clk_routes.png
Drawn at 8 px/um.
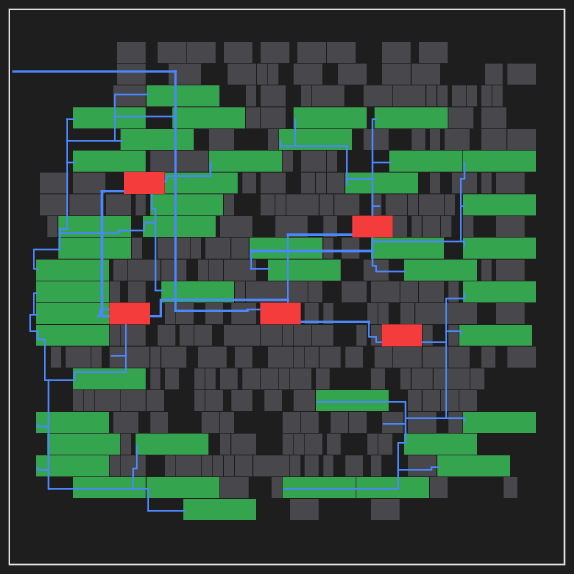
clocks.png
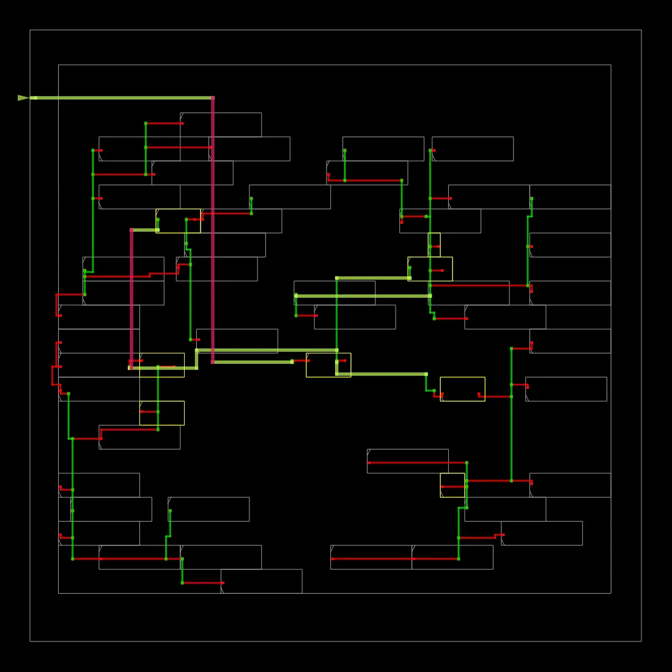
### src/rtl/asoc_frame_tx_if.sv
// Handshake and serial-output bundle for asoc_frame_tx.
// The master side issues frame requests and supplies samples; the slave side is the transmitter.
interface asoc_frame_tx_if;
    logic        frame_start;
    logic [7:0]  chan_id;
    logic        s_valid;
    logic [11:0] s_data;
    logic        s_ready;
    logic        sdo;
    logic        sfr;
    logic        busy;
    logic        underrun;

    modport master (
        output frame_start, chan_id, s_valid, s_data,
        input  s_ready, sdo, sfr, busy, underrun
    );

    modport slave (
        input  frame_start, chan_id, s_valid, s_data,
        output s_ready, sdo, sfr, busy, underrun
    );
endinterface

### src/rtl/asoc_frame_tx.sv
// Serial frame transmitter: SYNC, HDR {chan_id, NSAMP}, NSAMP 12-bit samples, optional CRC, GAP.
// Define ASOC_TX_CRC_EN to append a CRC-16-CCITT trailer computed over HDR and DATA.
module asoc_frame_tx #(
    parameter int unsigned NSAMP     = 16,
    parameter int unsigned GAP_CYC   = 4,
    parameter logic [15:0] SYNC_WORD = 16'hEB90
) (
    input  logic           clk,
    input  logic           rst_n,
    asoc_frame_tx_if.slave tx
);

    // Absolute frame-bit indices at which each field ends.
    localparam logic [15:0] SYNC_LAST = 16'd15;
    localparam logic [15:0] HDR_LAST  = 16'd31;
    localparam logic [15:0] DATA_LAST = 16'(32 + 12 * NSAMP - 1);
`ifdef ASOC_TX_CRC_EN
    localparam logic [15:0] CRC_LAST  = 16'(48 + 12 * NSAMP - 1);
`endif
    localparam logic [15:0] GAP_LAST  = 16'(GAP_CYC - 1);
    localparam logic [7:0]  NSAMP_B   = 8'(NSAMP);

    typedef enum logic [2:0] {
        ST_IDLE,
        ST_SYNC,
        ST_HDR,
        ST_DATA,
`ifdef ASOC_TX_CRC_EN
        ST_CRC,
`endif
        ST_GAP
    } state_t;

    state_t      state_reg,   state_next;
    logic [15:0] bit_cnt_reg, bit_cnt_next;
    logic [3:0]  sub_cnt_reg, sub_cnt_next;
    logic [15:0] sr_reg,      sr_next;
    logic [7:0]  chan_reg,    chan_next;
    logic        underrun_reg, underrun_next;
    logic        s_ready_int;
    logic        accept;
    logic        in_frame;
    logic [15:0] sample_word;

`ifdef ASOC_TX_CRC_EN
    logic [15:0] crc_reg, crc_next;

    function automatic logic [15:0] crc_step(input logic [15:0] crc, input logic din);
        logic fb;
        fb = crc[15] ^ din;
        return {crc[14:0], 1'b0} ^ (fb ? 16'h1021 : 16'h0000);
    endfunction
`endif

    // A missing sample is zero-filled rather than retried, so frame length never changes.
    assign sample_word = {(tx.s_valid ? tx.s_data : 12'h000), 4'h0};

    always_comb begin
        state_next    = state_reg;
        bit_cnt_next  = bit_cnt_reg;
        sub_cnt_next  = sub_cnt_reg;
        sr_next       = sr_reg;
        chan_next     = chan_reg;
        underrun_next = 1'b0;
        s_ready_int   = 1'b0;
        accept        = 1'b0;
`ifdef ASOC_TX_CRC_EN
        crc_next      = crc_reg;
`endif

        case (state_reg)
            ST_IDLE: begin
                accept = tx.frame_start;
            end

            ST_SYNC: begin
                bit_cnt_next = bit_cnt_reg + 16'd1;
                sr_next      = {sr_reg[14:0], 1'b0};
                if (bit_cnt_reg == SYNC_LAST) begin
                    state_next = ST_HDR;
                    sr_next    = {chan_reg, NSAMP_B};
                end
            end

            ST_HDR: begin
                bit_cnt_next = bit_cnt_reg + 16'd1;
                sr_next      = {sr_reg[14:0], 1'b0};
`ifdef ASOC_TX_CRC_EN
                crc_next     = crc_step(crc_reg, sr_reg[15]);
`endif
                if (bit_cnt_reg == HDR_LAST) begin
                    state_next    = ST_DATA;
                    s_ready_int   = 1'b1;
                    sr_next       = sample_word;
                    underrun_next = ~tx.s_valid;
                    sub_cnt_next  = 4'd0;
                end
            end

            ST_DATA: begin
                bit_cnt_next = bit_cnt_reg + 16'd1;
                sub_cnt_next = sub_cnt_reg + 4'd1;
                sr_next      = {sr_reg[14:0], 1'b0};
`ifdef ASOC_TX_CRC_EN
                crc_next     = crc_step(crc_reg, sr_reg[15]);
`endif
                if (bit_cnt_reg == DATA_LAST) begin
`ifdef ASOC_TX_CRC_EN
                    state_next = ST_CRC;
                    sr_next    = crc_step(crc_reg, sr_reg[15]);
`else
                    state_next   = ST_GAP;
                    bit_cnt_next = 16'd0;
                    sr_next      = 16'd0;
`endif
                end else if (sub_cnt_reg == 4'd11) begin
                    s_ready_int   = 1'b1;
                    sr_next       = sample_word;
                    underrun_next = ~tx.s_valid;
                    sub_cnt_next  = 4'd0;
                end
            end

`ifdef ASOC_TX_CRC_EN
            ST_CRC: begin
                bit_cnt_next = bit_cnt_reg + 16'd1;
                sr_next      = {sr_reg[14:0], 1'b0};
                if (bit_cnt_reg == CRC_LAST) begin
                    state_next   = ST_GAP;
                    bit_cnt_next = 16'd0;
                    sr_next      = 16'd0;
                end
            end
`endif

            ST_GAP: begin
                bit_cnt_next = bit_cnt_reg + 16'd1;
                if (bit_cnt_reg == GAP_LAST) begin
                    // The closing GAP edge doubles as the IDLE sampling point so a held
                    // frame_start yields exactly GAP_CYC dead cycles between frames.
                    state_next = ST_IDLE;
                    accept     = tx.frame_start;
                end
            end

            default: begin
                state_next = ST_IDLE;
            end
        endcase

        if (accept) begin
            state_next   = ST_SYNC;
            chan_next    = tx.chan_id;
            sr_next      = SYNC_WORD;
            bit_cnt_next = 16'd0;
            sub_cnt_next = 4'd0;
`ifdef ASOC_TX_CRC_EN
            crc_next     = 16'hFFFF;
`endif
        end
    end

    always_ff @(posedge clk or negedge rst_n) begin
        if (!rst_n) begin
            state_reg    <= ST_IDLE;
            bit_cnt_reg  <= 16'd0;
            sub_cnt_reg  <= 4'd0;
            sr_reg       <= 16'd0;
            chan_reg     <= 8'd0;
            underrun_reg <= 1'b0;
        end else begin
            state_reg    <= state_next;
            bit_cnt_reg  <= bit_cnt_next;
            sub_cnt_reg  <= sub_cnt_next;
            sr_reg       <= sr_next;
            chan_reg     <= chan_next;
            underrun_reg <= underrun_next;
        end
    end

`ifdef ASOC_TX_CRC_EN
    always_ff @(posedge clk or negedge rst_n) begin
        if (!rst_n) begin
            crc_reg <= 16'd0;
        end else begin
            crc_reg <= crc_next;
        end
    end
`endif

    // Outputs decode directly from reset-cleared state so an async reset silences them at once.
    always_comb begin
        in_frame = 1'b0;
        case (state_reg)
            ST_SYNC, ST_HDR, ST_DATA: in_frame = 1'b1;
`ifdef ASOC_TX_CRC_EN
            ST_CRC:                   in_frame = 1'b1;
`endif
            default:                  in_frame = 1'b0;
        endcase
    end

    assign tx.sfr      = in_frame;
    assign tx.sdo      = in_frame & sr_reg[15];
    assign tx.busy     = (state_reg != ST_IDLE);
    assign tx.s_ready  = s_ready_int;
    assign tx.underrun = underrun_reg;

endmodule

### src/flat_wrapper.sv
// flat-port wrapper written by rule: the top's interface ports become plain ports
module asoc_frame_tx_flat 
#(
    parameter int unsigned NSAMP     = 16,
    parameter int unsigned GAP_CYC   = 4,
    parameter logic [15:0] SYNC_WORD = 16'hEB90
)
  (clk, rst_n, tx_frame_start, tx_chan_id, tx_s_valid, tx_s_data, tx_s_ready, tx_sdo, tx_sfr, tx_busy, tx_underrun);
  asoc_frame_tx_if tx_i ();
  input  logic clk;
  input  logic rst_n;
  input wire logic [$bits(tx_i.frame_start)-1:0] tx_frame_start;
  input wire logic [$bits(tx_i.chan_id)-1:0] tx_chan_id;
  input wire logic [$bits(tx_i.s_valid)-1:0] tx_s_valid;
  input wire logic [$bits(tx_i.s_data)-1:0] tx_s_data;
  output wire logic [$bits(tx_i.s_ready)-1:0] tx_s_ready;
  output wire logic [$bits(tx_i.sdo)-1:0] tx_sdo;
  output wire logic [$bits(tx_i.sfr)-1:0] tx_sfr;
  output wire logic [$bits(tx_i.busy)-1:0] tx_busy;
  output wire logic [$bits(tx_i.underrun)-1:0] tx_underrun;
  assign tx_i.frame_start = tx_frame_start;
  assign tx_i.chan_id = tx_chan_id;
  assign tx_i.s_valid = tx_s_valid;
  assign tx_i.s_data = tx_s_data;
  assign tx_s_ready = tx_i.s_ready;
  assign tx_sdo = tx_i.sdo;
  assign tx_sfr = tx_i.sfr;
  assign tx_busy = tx_i.busy;
  assign tx_underrun = tx_i.underrun;
  asoc_frame_tx #(.NSAMP(NSAMP), .GAP_CYC(GAP_CYC), .SYNC_WORD(SYNC_WORD)) u_core (.clk(clk), .rst_n(rst_n), .tx(tx_i));
endmodule
### config.mk
export PLATFORM = sky130hd
export DESIGN_NAME = asoc_frame_tx_flat
export DESIGN_NICKNAME = d
export VERILOG_FILES = /design/src/rtl/asoc_frame_tx_if.sv /design/src/rtl/asoc_frame_tx.sv /design/src/flat_wrapper.sv
export SDC_FILE = /design/constraint.sdc
export NUM_CORES = 1
export LEC_CHECK = 0
export CAP_MARGIN = 20
export CORE_MARGIN = 3
export CORE_UTILIZATION = 60
export DETAILED_ROUTE_END_ITERATION = 10
export PLACE_DENSITY = 0.85
export SLEW_MARGIN = 20
export SYNTH_ARGS = -nofsm -noshare
export SYNTH_HDL_FRONTEND = slang
export SYNTH_SLANG_ARGS = --single-unit
### constraint.sdc
create_clock -name clk -period 4.7 [get_ports clk]
set_input_delay 0.47 -clock clk [delete_from_list [all_inputs] [get_ports clk]]
set_output_delay 0.47 -clock clk [all_outputs]
set_load 0.03 [all_outputs]
==> notes.md <==
run metrics: synth unique cells 51, Mean Syn Cell Area 9.52 sq um, Core Footprint 0.00374 sq mm, GRT Total Usage 22.8%, register share of the cell area 39.7%, worst r2r src u_core.bit_cnt_reg[13], Setup-failing EPs final 0, Buffers excl. clock 28, P_seq 0.000629 W, most used flip-flop cell dfrtp_1, CP Max Fanout 5, number of enable flip-flop cells 0, initial antenna violation count 0, top cells by count dfrtp_1 (44), nor2_1 (32), nand2_1 (27), xor2_1 (13), CP Data Required Time 4.23 ns, Via Count 1,977, CTS buffer count 5, switching share of power 38.5%, most frequent logic cell in the layout dfrtp_1, adder-cell share of the synthesized area 1.04%, max reg flops 16, Multi-In Gates 185, grt met1 use 32.2%, Longest Clk Path Bufs 2, GRT Max-Usage Layer met2, Detailed Place HPWL 3800 um, CP max stage cell clkdlybuf4s50_1, design area 0.00277 sq mm, total chip power 0.00142 W, Setup crit end tx_s_ready, Top Metal Used met4, FP Core Util 64.1%, Int Pwr 0.000877 W, worst reg-to-reg path cell count 6, Post-DRT Antenna Nets 0, static leakage 1.17 nW, Root Buffer Master clkbuf_8, Place WS 1.69 ns, Synth mux share 5.53%, Worst Setup Slack, final 1.34 ns, CTS sink count 44, vias in the first global route 1,866, Crit path depth 6, most common cell in the netlist dfrtp_1, crit end category output port, P_clk 0.000241 W, clk_buf instances 7, Routability Congestion 0.839, DRC errors left 0, met2 routed WL 2520 um, CTS tree yes, largest cells by area after synthesis dfrtp_1 (46%), nor2_1 (5.0%), xor2_1 (4.7%), Hold Slack 0.311 ns, Yosys warnings 0, total cells reported by yosys after synthesis 252, delay-heaviest family, CP simple AND/OR/NAND/NOR gates, Worst VDD drop 321 uV, combinational power share 39.0%, hold violation count in the final report 0, Yosys Chip Area 0.00240 sq mm, Via density 6.12, Post-Place Cells 315, Slew HR 37.9%, Top class by area logic gates, Comb area 0.00120 sq mm, proportion of layout cells with a drive suffix above 1 10.2%, Core Util, Final 74.0%, Post-CTS Setup Inserts 0, ClkCell Share 3.39%, Max Clk Rate 0.298 GHz, Hold/Removal Path Class input port to asynchronous set/reset pin, total gr overflow 0, DRT iter0 DRCs 147, first-pass GRT wire length 8830 um, fin crit share 71.4%, row count 22, logic share of the area 43.4%, crit-path cells or4_4 -> nor4_1 -> nand3_1 -> and2_1 -> nor2_1 -> clkdlybuf4s50_1, post-CTS sizing 0, Clock power frac 16.9%, CTS HTree Levels 2, first drt pass iteration count 5, synth-to-layout area growth 15.5%, Mapped Nets 278, Synth area leader dfrtp_1, chip area 0.00479 sq mm, Crit path buffers/inverters 1, FFs w/ async S/R, synth 100%, share of power burned in registers 44.1%, Flops after synth 44, I/O Pins 29, final-layout non-clock buffer area share 9.93%, largest net degree at the start of global routing 45, Synth Seq Share 45.9%, met3 Usage GRT 4.49%, Logic inverters 10, Synth top area share 45.9%, status complete, no violations, met2 usage 35.4%, die width 69.2 um, final net count 300, total negative slack 0 ns, power density cells 514 mW/mm^2, Slew Viols, Final 0, ant diodes 0, register area 0.00110 sq mm, reg2reg setup slack 2.12 ns, tool warnings 26, class of the most critical setup path flip-flop to output port, Post-Syn Instances 252, RSZ-0062 raised after global routing false, Die Span Y 69.2 um, Final Non-Filler Cells 323, # Taps 48, clk slew on worst S/H paths 0.08 ns, top power group sequential cells, yosys aoi share 14.9%, wire length per cell 16.3 um, area post-placement 0.00268 sq mm, met1 wire length 2390 um, Top logic family simple AND/OR/NAND/NOR gates, Fillers 275, Post-Syn Area 0.00240 sq mm, Reg2Reg Capture Point u_core.sr_reg[5], switching pwr 0.000548 W, drt total wl 5260 um, commonest cells after routing, fill and taps aside dfrtp_1 (44), nor2_1 (32), nand2_1 (27), clkdlybuf4s50_1 (27), xor2_1 (13), Max Cap Violations 0, Logic power comb 0.000555 W, critical path arrival 2.89 ns, worst-margin pin slew 0.932 ns
-- clk_routes.png (at the start) --
[green] flip-flops | count: 44
[blue] clock wires | length: 480 um
[red] clock drivers | count: 5
routed clock nets: 6
flops lie: widely spread

-- clocks.png (at the start) --
Layout Skew: 0.00591 ns
Worst-Skew Late Latency: 0.29 ns
seq_cells: 44

Power is estimated from default activity; no workload was simulated.
